Run 1, register map, names as in the netlist:
Bar = 50 um. Other sequential cells in the stronger grey, the rest of the logic in the fainter grey.
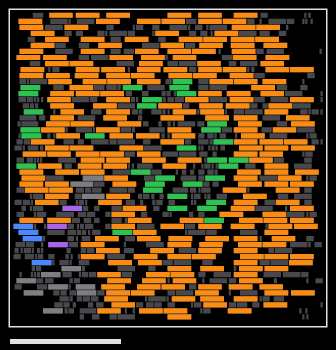
Run 1, logic cells by family:
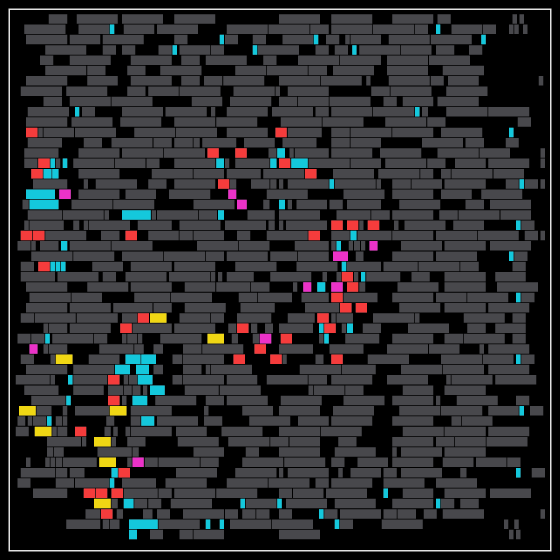
Run 1, met2 routing:
Bar = 50 um.
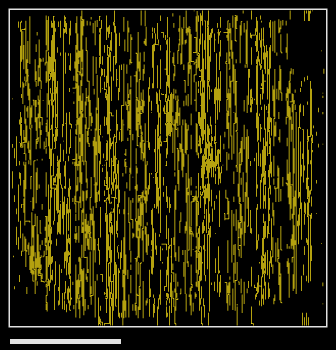
==> config.mk <==
export PLATFORM = sky130hd
export DESIGN_NAME = event_timestamp_logger
export DESIGN_NICKNAME = d
export VERILOG_FILES = /design/src/rtl/event_timestamp_logger.sv
export SDC_FILE = /design/constraint.sdc
export NUM_CORES = 1
export LEC_CHECK = 0
export CAP_MARGIN = 5
export CORE_UTILIZATION = 62
export CTS_BUF_LIST = sky130_fd_sc_hd__clkbuf_8
export DETAILED_ROUTE_END_ITERATION = 12
export HOLD_SLACK_MARGIN = 0.06
export PLACE_DENSITY_LB_ADDON = 0.1
export SLEW_MARGIN = 40
export SYNTH_ARGS = -nofsm -noshare
export SYNTH_HDL_FRONTEND = slang
export SYNTH_SLANG_ARGS = --single-unit
==> constraint.sdc <==
create_clock -name clk -period 4.3 [get_ports clk]
set_input_delay 0.43 -clock clk [delete_from_list [all_inputs] [get_ports clk]]
set_output_delay 0.43 -clock clk [all_outputs]
set_load 0.02 [all_outputs]
==> GITHUB_STEP_SUMMARY, run 1 <==
## Synthesis and layout report

| Metric | Value |
|---|---|
| Status | `complete, no violations` |
| Setup_tns | `0 ns` |
| Syn Area/Cell | `18.9 um^2` |
| RSZ-0062 raised after global routing | `false` |
| Peak supply drop | `0.384 mV` |
| Max Cap Violations | `0` |
| I/O Buffers | `42` |
| DIE HEIGHT | `142 um` |
| Clock buffer count from CTS | `47` |
| Clock Sink Count | `306` |
| Pleak | `5.16 nW` |
| Starting density of the core | `0.630` |
| DRT iter0 DRCs | `413` |
| CTS root buf | `clkbuf_8` |
| Clock Latency Late Sink | `0.54 ns` |
| DIE AREA | `0.0203 mm^2` |
| Synth area leaders | `edfxtp_1, mux4_2, dfrtp_1` |
| GRT overflow | `0` |
| Total power divided by cell area | `574 mW/mm^2` |
| Fin crit period | `3.56 ns` |
| Ys flops | `306` |
| Power, Total | `0.00801 W` |
| Rows | `51` |
| Worst slew margin | `0.477` |
| Endpoint class of the critical path | `primary output` |
| Post-Route Skew | `0.00932 ns` |
| Top FF cell, synth | `edfxtp_1` |
| CTS hold repair buffers | `0` |
| CORE AREA | `0.0194 mm^2` |
| Yosys warns | `0` |
| Post-DP HPWL | `13.0 mm` |
-- 'register map, names as in the netlist' (at the start) --
signal	colour	placed flops
`tb_q`	green	32
`wp_q`	purple	3
`hold_q`	blue	4
`mem`	orange	256
Finished Core Util: 0.719
total area of sequential cells: 0.00895 mm^2
seq pwr: 0.00364 W
sequential share of cell area: 0.641

-- 'logic cells by family' (at the start) --
family	colour	cells
and/or cells	magenta	10
xor and xnor cells	red	40
fa/ha/maj cells	yellow	9
nor cells	cyan	69
Final Non-Filler Cells: 1030
multi-input logic portion of the cell area: 0.224
most numerous logic cell after layout: edfxtp_1

-- 'met2 routing' (at the start) --
nets with wire on the layer	665
share of all routed wire	51%
wire length on this layer	11600 um
final wirelength: 22.5 mm
met2 usage: 0.395
total number of vias: 6072

[run 1: cells by family after synthesis]
kind of cell,synth area share
AND-OR/OR-AND,0.00573
flip-flops,0.731
adder cells (fa/ha/maj),0.00921
XOR/XNOR,0.0286
multiplexers,0.148
AND/OR/NAND/NOR,0.0536
buffers and inverters,0.0236
other,0.000614
[run 1: power breakdown]
| group | total [W] | switching (W) | leakage (nW) | internal, W |
|---|---|---|---|---|
| clock | 0.00223 | 0.00105 | 0.531 | 0.00118 |
| sequential | 0.00364 | 0.000316 | 3.15 | 0.00332 |
| combinational | 0.00214 | 0.00104 | 1.48 | 0.00111 |
[run 1: layout by cell type (no fill, tap or decap), types with 4 or more instances in the layout]
master,netlist,layout
edfxtp_1,256,256
mux4_2,64,64
clkbuf_8,0,56
dfrtp_1,50,47
nor2_1,48,42
clkdlybuf4s50_1,0,42
inv_1,15,32
mux2i_1,32,32
xor2_1,23,23
nand2_1,22,22
xnor2_1,17,17
conb_1,2,17
nand3_1,11,11
buf_4,16,10
ha_1,9,9
nor3_1,10,8
clkinv_1,0,8
nor2_4,0,6
nand4_1,5,5
clkinv_2,0,5
buf_12,0,5
mux2_2,4,4
nor4_4,3,4
nor4_1,4,4
[run 1: area by class of cell]
cell class | count | area [um^2]
clock inverter | 31 | 123
tap | 265 | 332
fill | 1234 | 5450
timing repair buffer | 57 | 596
multi-input combinational | 300 | 3120
clock buffer | 56 | 771
sequential | 306 | 8950
inverter | 15 | 58.8
[run 1: synthesized netlist by cell type (2+ instances only)]
library cell,instances
a21oi_1,3
mux4_2,64
o31ai_1,2
and4_1,2
nand2_1,22
nor4_4,3
nor3_1,10
nor4_1,4
nor4_2,2
o21ai_0,3
xnor2_1,17
clkbuf_1,15
xor2_1,23
dfrtp_1,50
buf_4,16
nand2b_1,3
buf_2,6
or2_2,2
ha_1,9
inv_1,15
mux2_2,4
mux2i_1,32
buf_1,4
nand4_1,5
conb_1,2
edfxtp_1,256
nand3_1,11
nor2_1,48
[run 1: layer usage]
metal / track usage / part of all wire
met5: 0 / 0
met4: 0.0668 / 0.013
met3: 0.0451 / 0.050
met2: 0.395 / 0.51
met1: 0.329 / 0.42
[run 1: per-stage QoR]
| stage | std cells | area [um^2] | hold slack [ns] | setup WS [ns] | util |
|---|---|---|---|---|---|
| 2_1_floorplan | 663 | 12300 | 0.461 | 0.290 | - |
| 3_3_place_gp | 943 | 13100 | 0.506 | 1.22 | 0.673 |
| 3_5_place_dp | 943 | 13100 | 0.508 | 1.12 | 0.673 |
| 4_1_cts | 1030 | 13900 | 0.345 | 0.656 | 0.719 |
| 5_1_grt | 1030 | 13900 | 0.363 | 0.551 | 0.719 |
| 6_report | 1030 | 13900 | 0.354 | 0.745 | 0.719 |
[run 1: critical path: stages (launching register included)]
cell             delay [ns]
dfrtp_4                0.78
buf_12                 0.32
mux4_2                 0.53
mux2i_1                0.30
nor2_1                 0.08
clkdlybuf4s50_1        0.55
--- run 2 (diff from run 1) ---
CORE_UTILIZATION = 56   (was 62)
clock period = 3.2 ns   (was 4.3 ns; I/O delays follow)
Run 2, routing congestion:
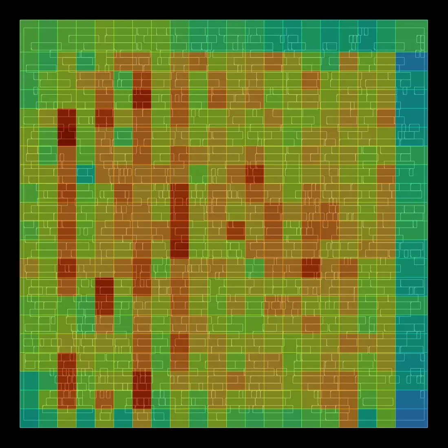
GRT Total Usage: 0.219
met2 usage: 0.373
Finished Core Util: 0.667
Most Used Layer, Global Route: met2
Routed WL per cell: 21.7 um

==> run 2 against run 1 <==
Net effect: power up 36%; critical path depth did not move; clock skew is 0.0046 ns higher; sequential power grew about 30%; final cell count rose by 1.9%; core utilization is 5.2 points lower; sequential share of layout area fell by 0.93 points; synthesized cell count unchanged; clock power up 35%; non-clock buffer count rose by 9; combinational power up 48%; largest cell class unchanged; largest power group unchanged.
==> GITHUB_STEP_SUMMARY, run 2 <==
## Synthesis and layout report

| Metric | Value |
|---|---|
| Peak supply drop | `0.450 mV (+17%)` |
| Worst slew margin | `0.541 (+0.0642)` |
| Max Cap Violations | `0 (unchanged)` |
| Starting density of the core | `0.576 (-0.0541)` |
| Clock buffer count from CTS | `48 (+2.1%)` |
| Crit path cell chain | `buf_12 -> mux4_2 -> mux2i_1 -> nor2_1 -> clkdlybuf4s50_1` |
| CP peak stage delay | `0.66 ns (-0.12 ns)` |
| Final wirelength | `22.7 mm (+1.1%)` |
| Yosys warns | `0 (unchanged)` |
| Sw power | `0.00325 W (+35%)` |
| Status | `complete, no violations` |
| CORE AREA | `0.0212 mm^2 (+9.4%)` |
| Setup_tns | `0 ns (unchanged)` |
| Fin crit period | `3.01 ns` |
| Fin area | `0.0141 mm^2 (+1.4%)` |
| Total area of sequential cells | `0.00894 mm^2 (about the same)` |
| DIE HEIGHT | `150 um (+5.1%)` |
| Clock Latency Late Sink | `0.55 ns (about the same)` |
| Rows | `53 (+3.9%)` |
| Total number of vias | `5961 (-1.8%)` |
| Syn Area/Cell | `18.9 um^2 (unchanged)` |
| Synth cell count leaders | `edfxtp_1, mux4_2, dfrtp_1, nor2_1, mux2i_1` |
| Fillers | `1446 (+17%)` |
| CTS hold repair buffers | `0 (unchanged)` |
[run 2: critical path, delay by kind of cell, from the launching register on]
family	cells	cell delay (ns)
mux	2	0.54
simple gates	1	0.07
buf+inv	2	0.83
flops	1	0.66
[run 2: cells by family (layout without fill, tap and decap cells)]
kind of cell	Yosys count	after routing	synth area share
AND-OR/OR-AND	11	11	0.00573
XOR/XNOR	40	40	0.0286
adder cells (fa/ha/maj)	9	9	0.00921
buffers and inverters	57	169	0.0236
flip-flops	306	306	0.731
multiplexers	100	100	0.148
other	2	17	0.000614
AND/OR/NAND/NOR	123	123	0.0536
[run 2: cell type report]
type                            instances  share of cell area
Sequential cell                       306               0.632
Multi-Input combinational cell        300               0.222
Clock buffer                           56              0.0545
Timing Repair Buffer                   66              0.0539
Tap cell                              275              0.0243
Clock inverter                         32             0.00955
Inverter                               15             0.00398
[run 2: power by group through the flow]
stage,clock (W),combinational (W),sequential (W)
after floorplan,0,0.00209,0.00468
after global placement,0,0.00310,0.00483
after detailed placement,0,0.00315,0.00484
after CTS,0.00310,0.00323,0.00473
after global routing,0.00326,0.00341,0.00475
final,0.00301,0.00316,0.00472
[run 2: repair_timing]
action                     CTS  global route
setup endpoints to repair    6             0
hold endpoints to repair     0             0
buffers inserted             3             0
[run 2: layer usage]
metal,vias to the layer above,wire (um),track usage
li1,2673,-,-
met1,3088,9440,0.290
met2,169,11800,0.373
met3,31,1170,0.0341
met4,0,360,0.0727
met5,-,0,0
[run 2: metrics by stage]
step / power [W] / instances / worst slack [ns] / util
after floorplan: 0.00677 / 663 / 0.0434 / -
after global placement: 0.00792 / 959 / 0.555 / 0.623
after detailed placement: 0.00799 / 959 / 0.500 / 0.623
after CTS: 0.0111 / 1050 / 0.108 / 0.667
after global routing: 0.0114 / 1050 / 0.0629 / 0.667
final: 0.0109 / 1050 / 0.189 / 0.667
Power and IR drop assume default switching activity.
